## src/rtl/spitgt_pkg.sv

```systemverilog
// rtl/spitgt_pkg.sv - shared types, constants and helpers for the SPI target PHY
package spitgt_pkg;

    typedef enum logic {
        IDLE   = 1'b0,
        ACTIVE = 1'b1
    } spitgt_state_e;

    localparam int SPITGT_SYNC_STAGES = 2;
    localparam int SPITGT_MAX_SZ      = 31;

    // Word length minus one, clamped to the 32-bit datapath.
    function automatic logic [4:0] sat_sz(input logic [5:0] sz);
        return (sz > 6'(SPITGT_MAX_SZ)) ? 5'(SPITGT_MAX_SZ) : sz[4:0];
    endfunction

    // Ones in bit positions [sz:0].
    function automatic logic [31:0] sz_mask(input logic [4:0] sz);
        return 32'hFFFF_FFFF >> (5'd31 - sz);
    endfunction

endpackage

```

## src/rtl/spi_target_phy_if.sv

```systemverilog
// rtl/spi_target_phy_if.sv - tx holding-register write and rx word delivery between register front-end and PHY
//   tx_data  : next word to transmit, right-aligned
//   tx_valid : write strobe for the holding register
//   tx_ready : holding register empty
//   rx_data  : last complete received word, right-aligned, upper bits zero
//   rx_valid : one-cycle pulse when rx_data updates
interface spi_target_phy_if;
    logic [31:0] tx_data;
    logic        tx_valid;
    logic        tx_ready;
    logic [31:0] rx_data;
    logic        rx_valid;

    modport master (
        output tx_data, tx_valid,
        input  tx_ready, rx_data, rx_valid
    );

    modport slave (
        input  tx_data, tx_valid,
        output tx_ready, rx_data, rx_valid
    );
endinterface

```

## src/rtl/spi_sync.sv

```systemverilog
// rtl/spi_sync.sv - multi-flop synchronizer for asynchronous pins
//   clk, resetn : system clock, synchronous active-low reset
//   d           : asynchronous inputs
//   q           : inputs after STAGES flops
module spi_sync #(
    parameter int               WIDTH     = 1,
    parameter int               STAGES    = 2,
    parameter logic [WIDTH-1:0] RESET_VAL = '0
) (
    input  logic             clk,
    input  logic             resetn,
    input  logic [WIDTH-1:0] d,
    output logic [WIDTH-1:0] q
);

    logic [WIDTH-1:0] stage [STAGES];

    always_ff @(posedge clk) begin
        if (!resetn) begin
            for (int i = 0; i < STAGES; i++) begin
                stage[i] <= RESET_VAL;
            end
        end else begin
            stage[0] <= d;
            for (int i = 1; i < STAGES; i++) begin
                stage[i] <= stage[i-1];
            end
        end
    end

    assign q = stage[STAGES-1];

endmodule

```

## src/rtl/spi_target_phy.sv

```systemverilog
// rtl/spi_target_phy.sv - SPI target physical layer: oversampled pins, tx shift-out, rx word assembly
//   spitgt_clock_i, spitgt_reset_ni : system clock, synchronous active-low reset
//   spitgt_cpol_i, spitgt_cpha_i    : SPI mode, latched at cs_n fall
//   spitgt_sz_i                     : word length minus one (saturates at 31), latched at cs_n fall
//   bus (slave)                     : holding-register write and rx word delivery
//   spitgt_underrun_o               : pulse when a word starts with an empty holding register
//   spitgt_busy_o                   : transfer in progress
//   sck_i, cs_ni, mosi_i            : asynchronous SPI pins
//   miso_o                          : serial data out
//   miso_oe_o                       : present only with SPITGT_MISO_OE_EN; high while ACTIVE
module spi_target_phy
    import spitgt_pkg::*;
(
    input  logic                 spitgt_clock_i,
    input  logic                 spitgt_reset_ni,
    input  logic                 spitgt_cpol_i,
    input  logic                 spitgt_cpha_i,
    input  logic [5:0]           spitgt_sz_i,
    spi_target_phy_if.slave      bus,
    output logic                 spitgt_underrun_o,
    output logic                 spitgt_busy_o,
    input  logic                 sck_i,
    input  logic                 cs_ni,
    input  logic                 mosi_i,
    output logic                 miso_o
`ifdef SPITGT_MISO_OE_EN
    ,
    output logic                 miso_oe_o
`endif
);

    logic sck_s, cs_s, mosi_s;

    // cs_n resets high so a reset never looks like a transfer start.
    spi_sync #(
        .WIDTH     (3),
        .STAGES    (SPITGT_SYNC_STAGES),
        .RESET_VAL (3'b010)
    ) u_sync (
        .clk    (spitgt_clock_i),
        .resetn (spitgt_reset_ni),
        .d      ({sck_i, cs_ni, mosi_i}),
        .q      ({sck_s, cs_s, mosi_s})
    );

    spitgt_state_e state;
    logic        sck_d;
    logic        cpol_q, cpha_q;
    logic [4:0]  sz_q;
    logic [31:0] hold_q;
    logic        hold_full;
    logic [31:0] tx_sr;
    logic [31:0] rx_sr;
    logic [4:0]  cnt;
    logic        reload_pend;
    logic        miso_q;
    logic [31:0] rx_data_q;
    logic        rx_valid_q;
    logic        underrun_q;

    logic        lead_edge, trail_edge, sample_edge, shift_edge;
    logic        start, active, word_done, reload_cpha0, load_en, wr_en;
    logic [31:0] load_word;
    logic [31:0] tx_shl;
    logic [31:0] rx_next;

    always_comb begin
        lead_edge    = cpol_q ? (sck_d & ~sck_s) : (~sck_d & sck_s);
        trail_edge   = cpol_q ? (~sck_d & sck_s) : (sck_d & ~sck_s);
        sample_edge  = cpha_q ? trail_edge : lead_edge;
        shift_edge   = cpha_q ? lead_edge : trail_edge;

        start        = (state == IDLE) && !cs_s;
        // cs_n rising takes priority over any sck edge in the same cycle.
        active       = (state == ACTIVE) && !cs_s;
        word_done    = active && sample_edge && (cnt == sz_q);
        reload_cpha0 = active && shift_edge && reload_pend;
        load_en      = start || (word_done && cpha_q) || reload_cpha0;

        // Loads see the pre-write holding state; a same-cycle write is for the next word.
        load_word    = hold_full ? hold_q : 32'd0;
        wr_en        = bus.tx_valid && !hold_full;

        tx_shl       = tx_sr << 1;
        rx_next      = {rx_sr[30:0], mosi_s};
    end

    always_ff @(posedge spitgt_clock_i) begin
        if (!spitgt_reset_ni) begin
            state       <= IDLE;
            sck_d       <= 1'b0;
            cpol_q      <= 1'b0;
            cpha_q      <= 1'b0;
            sz_q        <= 5'd0;
            hold_q      <= 32'd0;
            hold_full   <= 1'b0;
            tx_sr       <= 32'd0;
            rx_sr       <= 32'd0;
            cnt         <= 5'd0;
            reload_pend <= 1'b0;
            miso_q      <= 1'b0;
            rx_data_q   <= 32'd0;
            rx_valid_q  <= 1'b0;
            underrun_q  <= 1'b0;
        end else begin
            sck_d      <= sck_s;
            rx_valid_q <= 1'b0;
            underrun_q <= load_en && !hold_full;

            if (wr_en) begin
                hold_q    <= bus.tx_data;
                hold_full <= 1'b1;
            end else if (load_en) begin
                hold_full <= 1'b0;
            end

            if (state == IDLE) begin
                if (!cs_s) begin
                    state       <= ACTIVE;
                    cpol_q      <= spitgt_cpol_i;
                    cpha_q      <= spitgt_cpha_i;
                    sz_q        <= sat_sz(spitgt_sz_i);
                    tx_sr       <= load_word;
                    rx_sr       <= 32'd0;
                    cnt         <= 5'd0;
                    reload_pend <= 1'b0;
                    // cpha=0 must present bit sz before the first sampling edge.
                    miso_q      <= spitgt_cpha_i ? 1'b0 : load_word[sat_sz(spitgt_sz_i)];
                end
            end else begin
                if (cs_s) begin
                    state       <= IDLE;
                    cnt         <= 5'd0;
                    miso_q      <= 1'b0;
                    reload_pend <= 1'b0;
                end else begin
                    if (shift_edge) begin
                        if (reload_pend) begin
                            tx_sr       <= load_word;
                            miso_q      <= load_word[sz_q];
                            reload_pend <= 1'b0;
                        end else if (cpha_q) begin
                            miso_q <= tx_sr[sz_q];
                            tx_sr  <= tx_shl;
                        end else begin
                            miso_q <= tx_shl[sz_q];
                            tx_sr  <= tx_shl;
                        end
                    end
                    if (sample_edge) begin
                        if (cnt == sz_q) begin
                            rx_data_q  <= rx_next & sz_mask(sz_q);
                            rx_valid_q <= 1'b1;
                            rx_sr      <= 32'd0;
                            cnt        <= 5'd0;
                            if (cpha_q) begin
                                tx_sr <= load_word;
                            end else begin
                                reload_pend <= 1'b1;
                            end
                        end else begin
                            rx_sr <= rx_next;
                            cnt   <= cnt + 5'd1;
                        end
                    end
                end
            end
        end
    end

    assign bus.tx_ready      = !hold_full;
    assign bus.rx_data       = rx_data_q;
    assign bus.rx_valid      = rx_valid_q;
    assign spitgt_underrun_o = underrun_q;
    assign spitgt_busy_o     = (state == ACTIVE);

`ifdef SPITGT_MISO_OE_EN
    assign miso_oe_o = (state == ACTIVE);
    assign miso_o    = miso_q & miso_oe_o;
`else
    assign miso_o    = miso_q;
`endif

endmodule

```

## src/flat_wrapper.sv

```systemverilog
// flat-port wrapper written by rule: the top's interface ports become plain ports
module spi_target_phy_flat import spitgt_pkg::*;
  (spitgt_clock_i, spitgt_reset_ni, spitgt_cpol_i, spitgt_cpha_i, spitgt_sz_i, spitgt_underrun_o, spitgt_busy_o, sck_i, cs_ni, mosi_i, miso_o, bus_tx_data, bus_tx_valid, bus_tx_ready, bus_rx_data, bus_rx_valid);
  spi_target_phy_if bus_i ();
  input  logic spitgt_clock_i;
  input  logic spitgt_reset_ni;
  input  logic spitgt_cpol_i;
  input  logic spitgt_cpha_i;
  input  logic [5:0] spitgt_sz_i;
  output logic spitgt_underrun_o;
  output logic spitgt_busy_o;
  input  logic sck_i;
  input  logic cs_ni;
  input  logic mosi_i;
  output logic miso_o;
  input wire logic [$bits(bus_i.tx_data)-1:0] bus_tx_data;
  input wire logic [$bits(bus_i.tx_valid)-1:0] bus_tx_valid;
  output wire logic [$bits(bus_i.tx_ready)-1:0] bus_tx_ready;
  output wire logic [$bits(bus_i.rx_data)-1:0] bus_rx_data;
  output wire logic [$bits(bus_i.rx_valid)-1:0] bus_rx_valid;
  assign bus_i.tx_data = bus_tx_data;
  assign bus_i.tx_valid = bus_tx_valid;
  assign bus_tx_ready = bus_i.tx_ready;
  assign bus_rx_data = bus_i.rx_data;
  assign bus_rx_valid = bus_i.rx_valid;
  spi_target_phy u_core (.spitgt_clock_i(spitgt_clock_i), .spitgt_reset_ni(spitgt_reset_ni), .spitgt_cpol_i(spitgt_cpol_i), .spitgt_cpha_i(spitgt_cpha_i), .spitgt_sz_i(spitgt_sz_i), .bus(bus_i), .spitgt_underrun_o(spitgt_underrun_o), .spitgt_busy_o(spitgt_busy_o), .sck_i(sck_i), .cs_ni(cs_ni), .mosi_i(mosi_i), .miso_o(miso_o));
endmodule
```

## config.mk

```make
export PLATFORM = sky130hd
export DESIGN_NAME = spi_target_phy_flat
export DESIGN_NICKNAME = d
export VERILOG_FILES = /design/src/rtl/spitgt_pkg.sv /design/src/rtl/spi_target_phy_if.sv /design/src/rtl/spi_sync.sv /design/src/rtl/spi_target_phy.sv /design/src/flat_wrapper.sv
export SDC_FILE = /design/constraint.sdc
export NUM_CORES = 1
export LEC_CHECK = 0
export CAP_MARGIN = 10
export CORE_MARGIN = 8
export CORE_UTILIZATION = 53
export CTS_CLUSTER_SIZE = 24
export DETAILED_ROUTE_END_ITERATION = 12
export GPL_ROUTABILITY_DRIVEN = 0
export MAX_ROUTING_LAYER = met4
export PLACE_DENSITY = 0.75
export RECOVER_POWER = 50
export SLEW_MARGIN = 30
export SYNTH_ARGS = -nofsm -noshare
export SYNTH_HDL_FRONTEND = slang
export SYNTH_SLANG_ARGS = --single-unit
```

## constraint.sdc

```tcl
create_clock -name spitgt_clock_i -period 3.25 [get_ports spitgt_clock_i]
set_input_delay 0.65 -clock spitgt_clock_i [delete_from_list [all_inputs] [get_ports spitgt_clock_i]]
set_output_delay 0.65 -clock spitgt_clock_i [all_outputs]
set_load 0.005 [all_outputs]
```

==> run_1/clock_wires.png <==
The bar under the picture is 50 µm long.
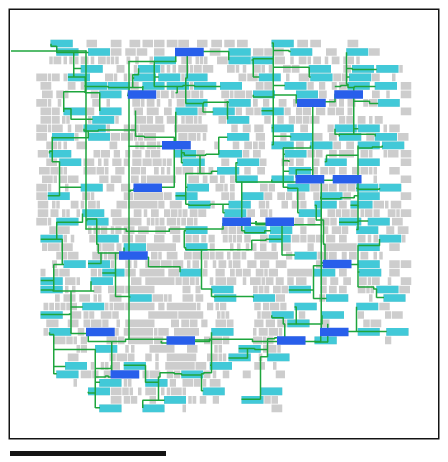
Key: green = clock wires [length 1890 µm]; cyan = flip-flops [count 152]; blue = clock-net drivers [count 17]
There are 18 routed clock nets.

==> run_1/pinout.png <==
Pins as bars across the die edge, other pins in grey.
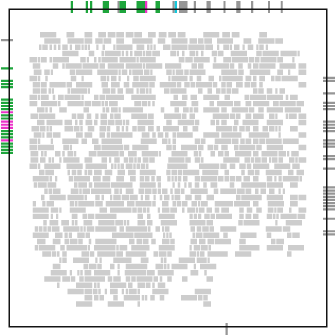
Key: cyan = miso_o [pins 1, direction output, edge top]; green = bus_tx_data [pins 32, direction input, edge 17 left, 15 top]; magenta = spitgt_sz_i [pins 6, direction input, edge 5 left, 1 top]

==> impl_metrics.py, run 1 <==
# Metrics from the implementation run
metrics = {
    "run_status": {
        "status": "finished, violations left",
        "violations": "max-capacitance violations, max-slew violations",
    },
    "min_path": {
        "hold_class": "reg -> reg",
        "worstHoldStart": "u_core.u_sync.stage[0][1]",
    },
    "logic_synthesis": {
        "mux_share_pct": 12.48,
        "largest_area_cell": "dfxtp_1",
        "avgSynthCellArea_um2": 8.982,
        "synth.top_cell.area_share_pct": 39.07,
        "synthXorXnorAreaFrac_pct": 1.221,
        "edf_count": 0,
    },
    "power_and_ir_drop": {
        "p_comb_share_pct": 9.2,
        "power.density_mw_per_mm2": 477.9,
        "seq_power_share_pct": 45.4,
        "pg_seq_w": 0.00200,
        "pwr-share-clk_pct": 45.4,
    },
    "timing": {
        "hold_violations": 0,
        "fin_crit_sh_pct": 83.81,
        "final_max_slew_viol_count": 52,
    },
    "worst_setup_path": {
        "crit_required_ns": 3.60,
        "cp_max_fo": 51,
    },
    "finish": {
        "n_all_inverters": 7,
        "dominant_cells": "combinational gates",
        "comb_area_mm2": 0.004372,
        "fin_cells": 1109,
        "sh_seq_area_pct": 32.97,
        "buffers_excl_clock": 103,
        "logic_gate_count": 631,
        "lay_top_cells": "151 x dfxtp_1, 126 x nand2_1, 66 x a21boi_0, 60 x nor2_1, 44 x clkdlybuf4s50_1",
    },
    "detailed_routing": {
        "drtAntennaViolNets": 0,
        "firstDrtPassIters": 5,
        "drt-met1-wl_um": 8828,
        "vias_per_cell": 6.182,
        "wl_per_cell_um": 19.36,
    },
    "placement": {
        "io_buffers": 82,
        "dp_worst_setup_slack_ns": 0.4309,
        "dpl.cell_count": 1077,
    },
    "clocking": {
        "post_cts_buffers": 0,
        "hold_buffers": 0,
        "clkTransAtPathRegs_ns": 0.06,
        "cts_tree": "done",
    },
    "grt": {
        "met1_usage_pct": 28.67,
    },
    "floorplanning": {
        "core.rowCount": 44,
    },
    "flow_run": {
        "drv_cap": 1,
    },
}
==> run_1/clock_nets.png <==
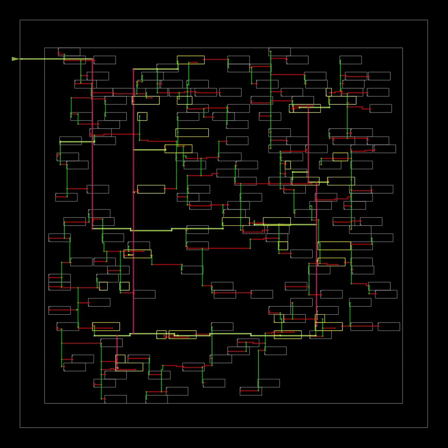
# clock sinks: 152
Clock Skew: 0.009000 ns
Clock Latency Late Sink: 0.43 ns
Flop Count: 152

==> run_1/layers.png <==
The bar under the picture is 50 µm long.
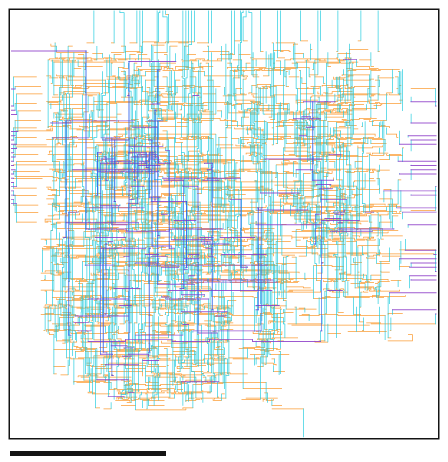

==> run 2, diff against run 1 <==
CORE_UTILIZATION = 52   (was 53)
PLACE_DENSITY = 0.77   (was 0.75)
clock period = 2.4 ns   (was 3.25 ns; I/O delays follow)
==> run_2/layers.png <==
The bar under the picture is 50 µm long.
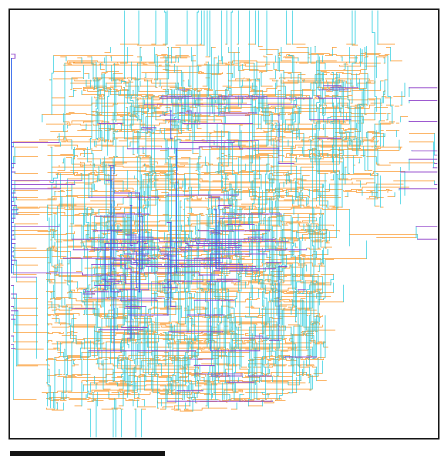
Key: orange = M1 [wire length 9900 µm]; cyan = M2 [wire length 9740 µm]; purple = M3 [wire length 1700 µm]; blue = M4 [wire length 484 µm]

==> run_2/clock_wires.png <==
The bar under the picture is 50 µm long.
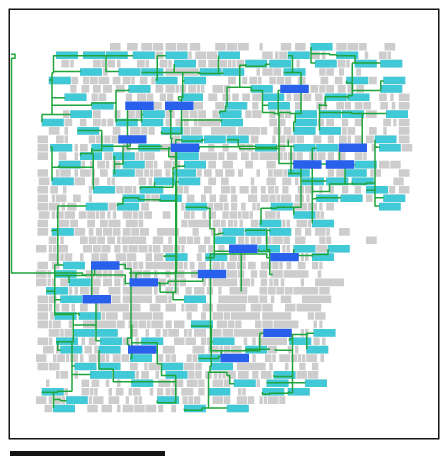
Key: cyan = flip-flops [count 152]; blue = clock-net drivers [count 17]; green = clock wires [length 1870 µm]
Position of the flops: widely spread. There are 18 routed clock nets.

==> impl_metrics.py, run 2 <==
# Metrics from the implementation run
metrics = {
    "finish": {
        "ff_count": 152,
        "comb_area_mm2": 0.004374,
        "lay_top_cells": "151 x dfxtp_1, 126 x nand2_1, 66 x a21boi_0, 60 x nor2_1, 52 x buf_4",
        "buffers_excl_clock": 140,
        "logic_gate_count": 631,
        "n_all_inverters": 7,
    },
    "logic_synthesis": {
        "mux_share_pct": 12.48,
        "largest_area_cell": "dfxtp_1",
        "synth.top_cell.area_share_pct": 39.07,
        "synthXorXnorAreaFrac_pct": 1.221,
    },
    "worst_setup_path": {
        "cp_max_fo": 10,
    },
    "grt": {
        "met1_usage_pct": 30.86,
    },
    "min_path": {
        "worstHoldStart": "u_core.u_sync.stage[0][1]",
    },
    "placement": {
        "dp_worst_setup_slack_ns": 0.02044,
        "io_buffers": 82,
    },
    "timing": {
        "fin_crit_sh_pct": 93.89,
        "final_max_slew_viol_count": 43,
    },
    "clocking": {
        "clkTransAtPathRegs_ns": 0.07,
        "hold_buffers": 0,
        "cts_tree": "done",
    },
    "run_status": {
        "status": "finished, violations left",
        "violations": "max-capacitance violations, max-slew violations",
    },
    "flow_run": {
        "drv_cap": 1,
    },
    "power_and_ir_drop": {
        "pwr-share-clk_pct": 45.0,
    },
    "detailed_routing": {
        "vias_per_cell": 6.020,
        "wl_per_cell_um": 19.04,
    },
}
==> run 3, diff against run 2 <==
SLEW_MARGIN = not set   (was 30)
==> run_3/clock_nets.png <==
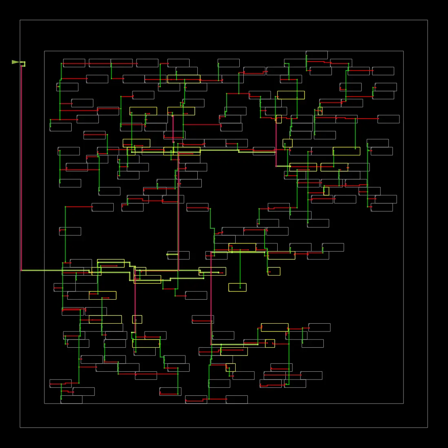
power in the clock group: 0.00271 W
clock buf count: 18
Num CTS Buffers: 17

==> run_3/ff_map.png <==
Other sequential cells in the stronger grey, the rest of the logic in the fainter grey.
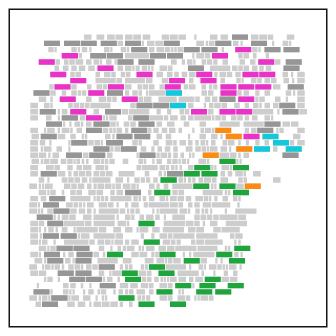
Key: green = u_core.tx_sr [sequential cells 32]; cyan = u_core.u_sync.stage [sequential cells 6, where middle right]; orange = u_core.cnt [sequential cells 5]; magenta = u_core.rx_sr [sequential cells 31]
Another 78 sequential cells are not coloured.

==> impl_metrics.py, run 3 <==
# Metrics from the implementation run
metrics = {
    "timing": {
        "fin_crit_sh_pct": 93.89,
        "final_max_slew_viol_count": 43,
    },
    "finish": {
        "ff_count": 152,
        "logic_gate_count": 631,
        "n_all_inverters": 7,
        "lay_top_cells": "151 x dfxtp_1, 126 x nand2_1, 66 x a21boi_0, 60 x nor2_1, 52 x buf_4",
        "buffers_excl_clock": 140,
    },
    "min_path": {
        "worstHoldStart": "u_core.u_sync.stage[0][1]",
        "hold_depth": 1,
    },
    "logic_synthesis": {
        "synthXorXnorAreaFrac_pct": 1.221,
        "mux_share_pct": 12.48,
        "synth.top_cell.area_share_pct": 39.07,
        "largest_area_cell": "dfxtp_1",
    },
    "power_and_ir_drop": {
        "pg_seq_w": 0.00268,
        "pwr-share-clk_pct": 45.0,
    },
    "placement": {
        "dp_worst_setup_slack_ns": 0.02044,
        "io_buffers": 82,
    },
    "detailed_routing": {
        "vias_per_cell": 6.020,
        "wl_per_cell_um": 19.04,
    },
    "worst_setup_path": {
        "cp_max_fo": 10,
    },
    "clocking": {
        "cts_tree": "done",
        "clkTransAtPathRegs_ns": 0.07,
    },
    "flow_run": {
        "drv_cap": 1,
    },
    "grt": {
        "met1_usage_pct": 30.86,
    },
    "run_status": {
        "violations": "max-capacitance violations, max-slew violations",
        "status": "finished, violations left",
    },
}
Power and IR drop assume default switching activity.
